**src/rtl/tone_scheduler_if.sv**
```systemverilog
// rtl/tone_scheduler_if.sv - control and tone-output bundle for tone_scheduler
//
// Signals:
//   tick        note time-base pulse (to scheduler)
//   start       request melody playback (to scheduler)
//   stop        abort melody and any pending resume (to scheduler)
//   click_req   request key click (to scheduler)
//   half_period tone generator compare value, 0 when silent (from scheduler)
//   tone_en     tone generator enable (from scheduler)
//   busy        melody playing or paused under a click (from scheduler)
//   done        one-cycle pulse on natural melody completion (from scheduler)
// Modports: master drives the requests, slave is the scheduler.
interface tone_scheduler_if;
  logic        tick;
  logic        start;
  logic        stop;
  logic        click_req;
  logic [10:0] half_period;
  logic        tone_en;
  logic        busy;
  logic        done;

  modport master (
    output tick, start, stop, click_req,
    input  half_period, tone_en, busy, done
  );

  modport slave (
    input  tick, start, stop, click_req,
    output half_period, tone_en, busy, done
  );
endinterface

```
**src/rtl/tone_scheduler.sv**
```systemverilog
// rtl/tone_scheduler.sv - melody sequencer and key-click arbiter for the buzzer tone generator
//
// Ports:
//   clk  system clock
//   rst  asynchronous active-high reset
//   bus  tone_scheduler_if.slave: tick/start/stop/click_req in,
//        half_period/tone_en/busy/done out (all outputs registered)
// Parameters:
//   CLICK_HP      half-period value played during a key click
//   CLICK_CYCLES  click duration in clk cycles (>= 2)
module tone_scheduler #(
  parameter int CLICK_HP     = 638,
  parameter int CLICK_CYCLES = 5000
) (
  input  logic              clk,
  input  logic              rst,
  tone_scheduler_if.slave   bus
);

  localparam int CW = (CLICK_CYCLES > 2) ? $clog2(CLICK_CYCLES) : 1;
  localparam logic [CW-1:0] CNT_LOAD  = CW'(CLICK_CYCLES - 1);
  localparam logic [10:0]   CLICK_VAL = 11'(CLICK_HP);
  localparam logic [3:0]    LAST_STEP = 4'd11;

  typedef enum logic [1:0] {IDLE, MELODY, CLICK} state_t;

  state_t        state_q, state_d;
  logic [3:0]    step_q, step_d;
  logic          paused_q, paused_d;
  logic [CW-1:0] cnt_q, cnt_d;
  logic          done_d;

  logic [10:0]   half_period_q, half_period_d;
  logic          tone_en_q, tone_en_d;
  logic          busy_q, busy_d;
  logic          done_q;

  function automatic logic [10:0] melody_hp(input logic [3:0] s);
    case (s)
      4'd0, 4'd1:         melody_hp = 11'd1517;
      4'd2, 4'd8:         melody_hp = 11'd1275;
      4'd3, 4'd4, 4'd5:   melody_hp = 11'd851;
      4'd6, 4'd7:         melody_hp = 11'd956;
      default:            melody_hp = 11'd1432;
    endcase
  endfunction

  always_comb begin
    state_d  = state_q;
    step_d   = step_q;
    paused_d = paused_q;
    cnt_d    = cnt_q;
    done_d   = 1'b0;

    case (state_q)
      IDLE: begin
        if (bus.click_req) begin
          // A start arriving with the click is queued behind it.
          state_d  = CLICK;
          cnt_d    = CNT_LOAD;
          paused_d = bus.start;
          step_d   = 4'd0;
        end else if (bus.start) begin
          state_d = MELODY;
          step_d  = 4'd0;
        end
      end

      MELODY: begin
        // Priority: stop, then click (swallows a coincident tick), then tick.
        if (bus.stop) begin
          state_d = IDLE;
          step_d  = 4'd0;
        end else if (bus.click_req) begin
          state_d  = CLICK;
          cnt_d    = CNT_LOAD;
          paused_d = 1'b1;
        end else if (bus.tick) begin
          if (step_q == LAST_STEP) begin
            state_d = IDLE;
            step_d  = 4'd0;
            done_d  = 1'b1;
          end else begin
            step_d = step_q + 4'd1;
          end
        end
      end

      CLICK: begin
        if (bus.stop) begin
          paused_d = 1'b0;
          step_d   = 4'd0;
        end else if (bus.start && !paused_q) begin
          paused_d = 1'b1;
          step_d   = 4'd0;
        end

        // Ticks are ignored here so the paused note is stretched, not cut.
        if (bus.click_req) begin
          cnt_d = CNT_LOAD;
        end else if (cnt_q == '0) begin
          if (paused_d) begin
            state_d  = MELODY;
            paused_d = 1'b0;
          end else begin
            state_d = IDLE;
          end
        end else begin
          cnt_d = cnt_q - CW'(1);
        end
      end

      default: begin
        state_d  = IDLE;
        step_d   = 4'd0;
        paused_d = 1'b0;
      end
    endcase
  end

  // Outputs are decoded from next state so they register on the same edge.
  always_comb begin
    tone_en_d     = (state_d != IDLE);
    busy_d        = (state_d == MELODY) || paused_d;
    half_period_d = 11'd0;
    if (state_d == CLICK) begin
      half_period_d = CLICK_VAL;
    end else if (state_d == MELODY) begin
      half_period_d = melody_hp(step_d);
    end
  end

  always_ff @(posedge clk or posedge rst) begin
    if (rst) begin
      state_q       <= IDLE;
      step_q        <= 4'd0;
      paused_q      <= 1'b0;
      cnt_q         <= '0;
      half_period_q <= 11'd0;
      tone_en_q     <= 1'b0;
      busy_q        <= 1'b0;
      done_q        <= 1'b0;
    end else begin
      state_q       <= state_d;
      step_q        <= step_d;
      paused_q      <= paused_d;
      cnt_q         <= cnt_d;
      half_period_q <= half_period_d;
      tone_en_q     <= tone_en_d;
      busy_q        <= busy_d;
      done_q        <= done_d;
    end
  end

  assign bus.half_period = half_period_q;
  assign bus.tone_en     = tone_en_q;
  assign bus.busy        = busy_q;
  assign bus.done        = done_q;

endmodule
```
**src/flat_wrapper.sv**
```systemverilog
// flat-port wrapper written by rule: the top's interface ports become plain ports
module tone_scheduler_flat 
#(
  parameter int CLICK_HP     = 638,
  parameter int CLICK_CYCLES = 5000
)
  (clk, rst, bus_tick, bus_start, bus_stop, bus_click_req, bus_half_period, bus_tone_en, bus_busy, bus_done);
  tone_scheduler_if bus_i ();
  input  logic clk;
  input  logic rst;
  input wire logic [$bits(bus_i.tick)-1:0] bus_tick;
  input wire logic [$bits(bus_i.start)-1:0] bus_start;
  input wire logic [$bits(bus_i.stop)-1:0] bus_stop;
  input wire logic [$bits(bus_i.click_req)-1:0] bus_click_req;
  output wire logic [$bits(bus_i.half_period)-1:0] bus_half_period;
  output wire logic [$bits(bus_i.tone_en)-1:0] bus_tone_en;
  output wire logic [$bits(bus_i.busy)-1:0] bus_busy;
  output wire logic [$bits(bus_i.done)-1:0] bus_done;
  assign bus_i.tick = bus_tick;
  assign bus_i.start = bus_start;
  assign bus_i.stop = bus_stop;
  assign bus_i.click_req = bus_click_req;
  assign bus_half_period = bus_i.half_period;
  assign bus_tone_en = bus_i.tone_en;
  assign bus_busy = bus_i.busy;
  assign bus_done = bus_i.done;
  tone_scheduler #(.CLICK_HP(CLICK_HP), .CLICK_CYCLES(CLICK_CYCLES)) u_core (.clk(clk), .rst(rst), .bus(bus_i));
endmodule
```
**config.mk**
```make
export PLATFORM = sky130hd
export DESIGN_NAME = tone_scheduler_flat
export DESIGN_NICKNAME = d
export VERILOG_FILES = /design/src/rtl/tone_scheduler_if.sv /design/src/rtl/tone_scheduler.sv /design/src/flat_wrapper.sv
export SDC_FILE = /design/constraint.sdc
export NUM_CORES = 1
export LEC_CHECK = 0
export CAP_MARGIN = 20
export CORE_AREA = 2 2 65 67
export CTS_CLUSTER_SIZE = 30
export DETAILED_ROUTE_END_ITERATION = 6
export DIE_AREA = 0 0 67 69
export PLACE_DENSITY = 0.64
export SLEW_MARGIN = 25
export SYNTH_ARGS = -nofsm -noshare
export SYNTH_HDL_FRONTEND = slang
export SYNTH_SLANG_ARGS = --single-unit
```
**constraint.sdc**
```tcl
create_clock -name clk -period 2.12 [get_ports clk]
set_clock_uncertainty 0.05 [all_clocks]
set_input_delay 0.424 -clock clk [delete_from_list [all_inputs] [get_ports clk]]
set_output_delay 0.424 -clock clk [all_outputs]
set_load 0.1 [all_outputs]
```
==> flow_summary.yaml <==
# generated from flow reports
clock_network:
  num_cts_buffers: 5
cells_and_area:
  fill_cells: 287
  layout.nets: 263
  non_clock_buffer_area_share: 0.224
  layout.clock_buffers: 6
yosys:
  netlist.area_leader.share: 0.496
  netlist_area_sq_um: 1720
  top_cells_by_count: "dfrtp_1 (34), nand2_1 (17), nor2_1 (14)"
  synth.yosys.num_cells: 175
  ys.warnings.count: 0
  yosys.cell_count.top_type: "dfrtp_1"
  ys_sh_xor: 0.0511
hold_path:
  worst_hold_path.endpoint: "u_core.cnt_q[12]$_DFFE_PP0P_"
  hold_path.class: "flip-flop to flip-flop"
critical_path:
  cp.buffers_inverters: 1
  critPathMaxStageDelay_ps: 590
  worstSetupPathType: "flip-flop to flip-flop"
  worst_setup_path_end_kind: "flip-flop"
power_and_ir_drop:
  design_internal_power_w: 0.000968
  ir_drop_mv: 0.332
  p_switching_w: 0.000321
run_status:
  violations: "setup timing"
  outcome: "finished, violations left"
die:
  die-height_um: 69
  tap_cells: 50
  number_of_top_level_pins: 20
detailed_routing:
  drt_pre_antenna_iters: 4
  dr.first_iter.drc_count: 115
  vias_per_cell: 5.45
flow_run:
  number_of_maximum_capacitance_violations: 0
  log.warning_count: 30
final_timing:
  setup_tns_ps: -3120
  min_period_over_period: 1.09
  timing.final.setup_violations: 24
  worst_slack_ps: -200
global_route:
  grt_antenna_before_repair: 0
place:
  dpl_worst_slack_ps: -614
  post_dp_cell_area_sq_um: 2200
## flip-flops by register name (all words and copies together), names as in the netlist
| name | count |
|---|---|
| u_core.bus.done | 1 |
| u_core.cnt_q | 13 |
| u_core.bus.busy | 1 |
| u_core.state_q | 2 |
| u_core.step_q | 4 |
| u_core.paused_q | 1 |
| u_core.bus.tone_en | 1 |
| u_core.bus.half_period | 11 |
## what timing repair did
action | 4_1_cts | 5_1_grt
gates resized | 29 | 32
endpoints found under the setup margin | 27 | 27
buffers inserted | 11 | 8
pin swaps | 11 | 20
endpoints found under the hold margin | 0 | 0
## routing by layer
layer  global-route usage  share of wire  wire length (um)  vias up
li1                     -              -                 -      774
met1                0.273           0.40              2020      824
met2                0.364           0.54              2700       49
met3               0.0424          0.039               194       10
met4               0.0975          0.019                97        0
met5                    0              0                 0        -
Logic cells by family:
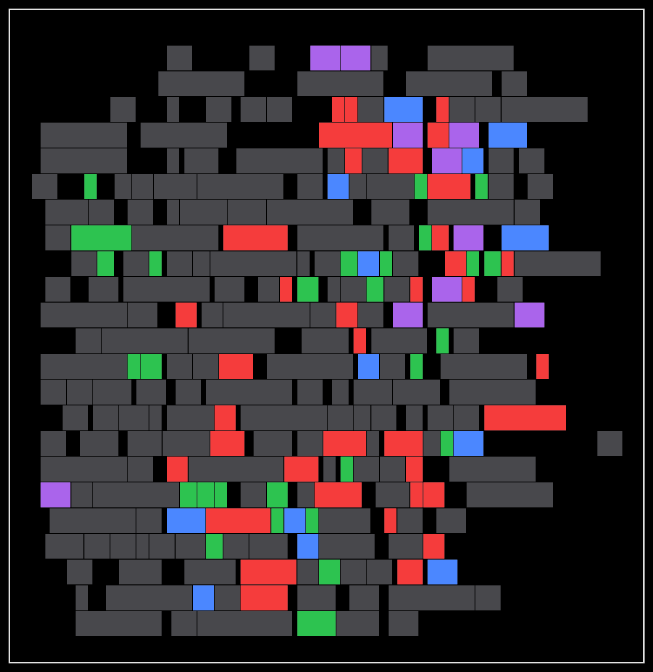
Key: XOR/XNOR gates = purple [cells 10]; AND and OR gates = blue [cells 13]; NOR gates = red [cells 37]; NAND gates = green [cells 28]
share of cell area taken by multi-input logic gates: 0.385
Finished Layout Cells: 304

Track usage over the die:
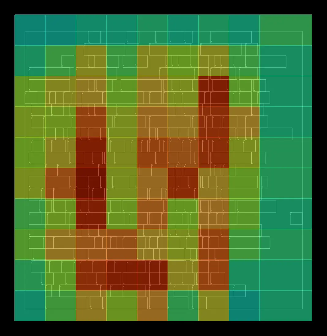
GR Util met3: 0.0424
core utilization of the finished layout: 0.693

Clock distribution:
Scale bar: 20 um.
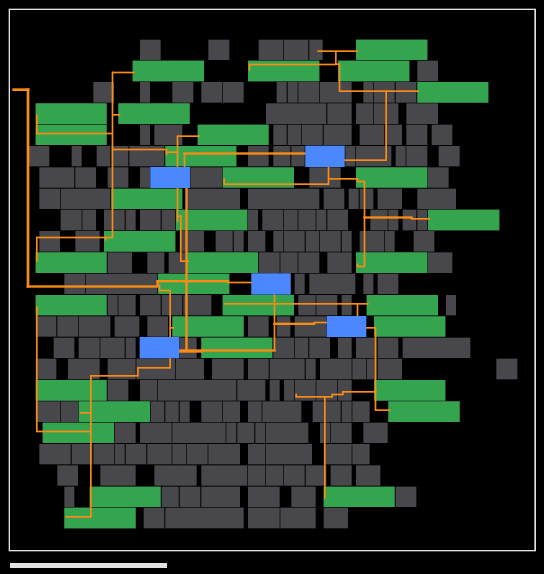
Key: cells driving clock nets = blue [count 5]; clock wires = orange [length 443 um]; flip-flops = green [count 34]
Position of the flops: all over the die.
power in the clock group: 0.000505 W
later-pin clock latency in the skew report: 290 ps
share of power burned in the clock network: 0.392

Register map, names as in the netlist:
Scale bar: 20 um. Other sequential cells in the stronger gray, the rest of the logic in the fainter gray.
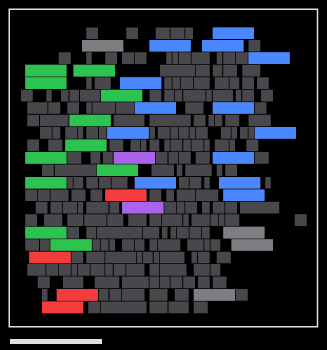
Key: u_core.state_q = purple [sequential cells 2]; u_core.cnt_q = blue [sequential cells 13]; u_core.bus.half_period = green [sequential cells 11]; u_core.step_q = red [sequential cells 4, where lower left]
share of cell area taken by flip-flops and latches: 0.314
Flop+latch power: 0.000663 W
Storage cell area: 851 sq um

Power is estimated from default activity; no workload was simulated.
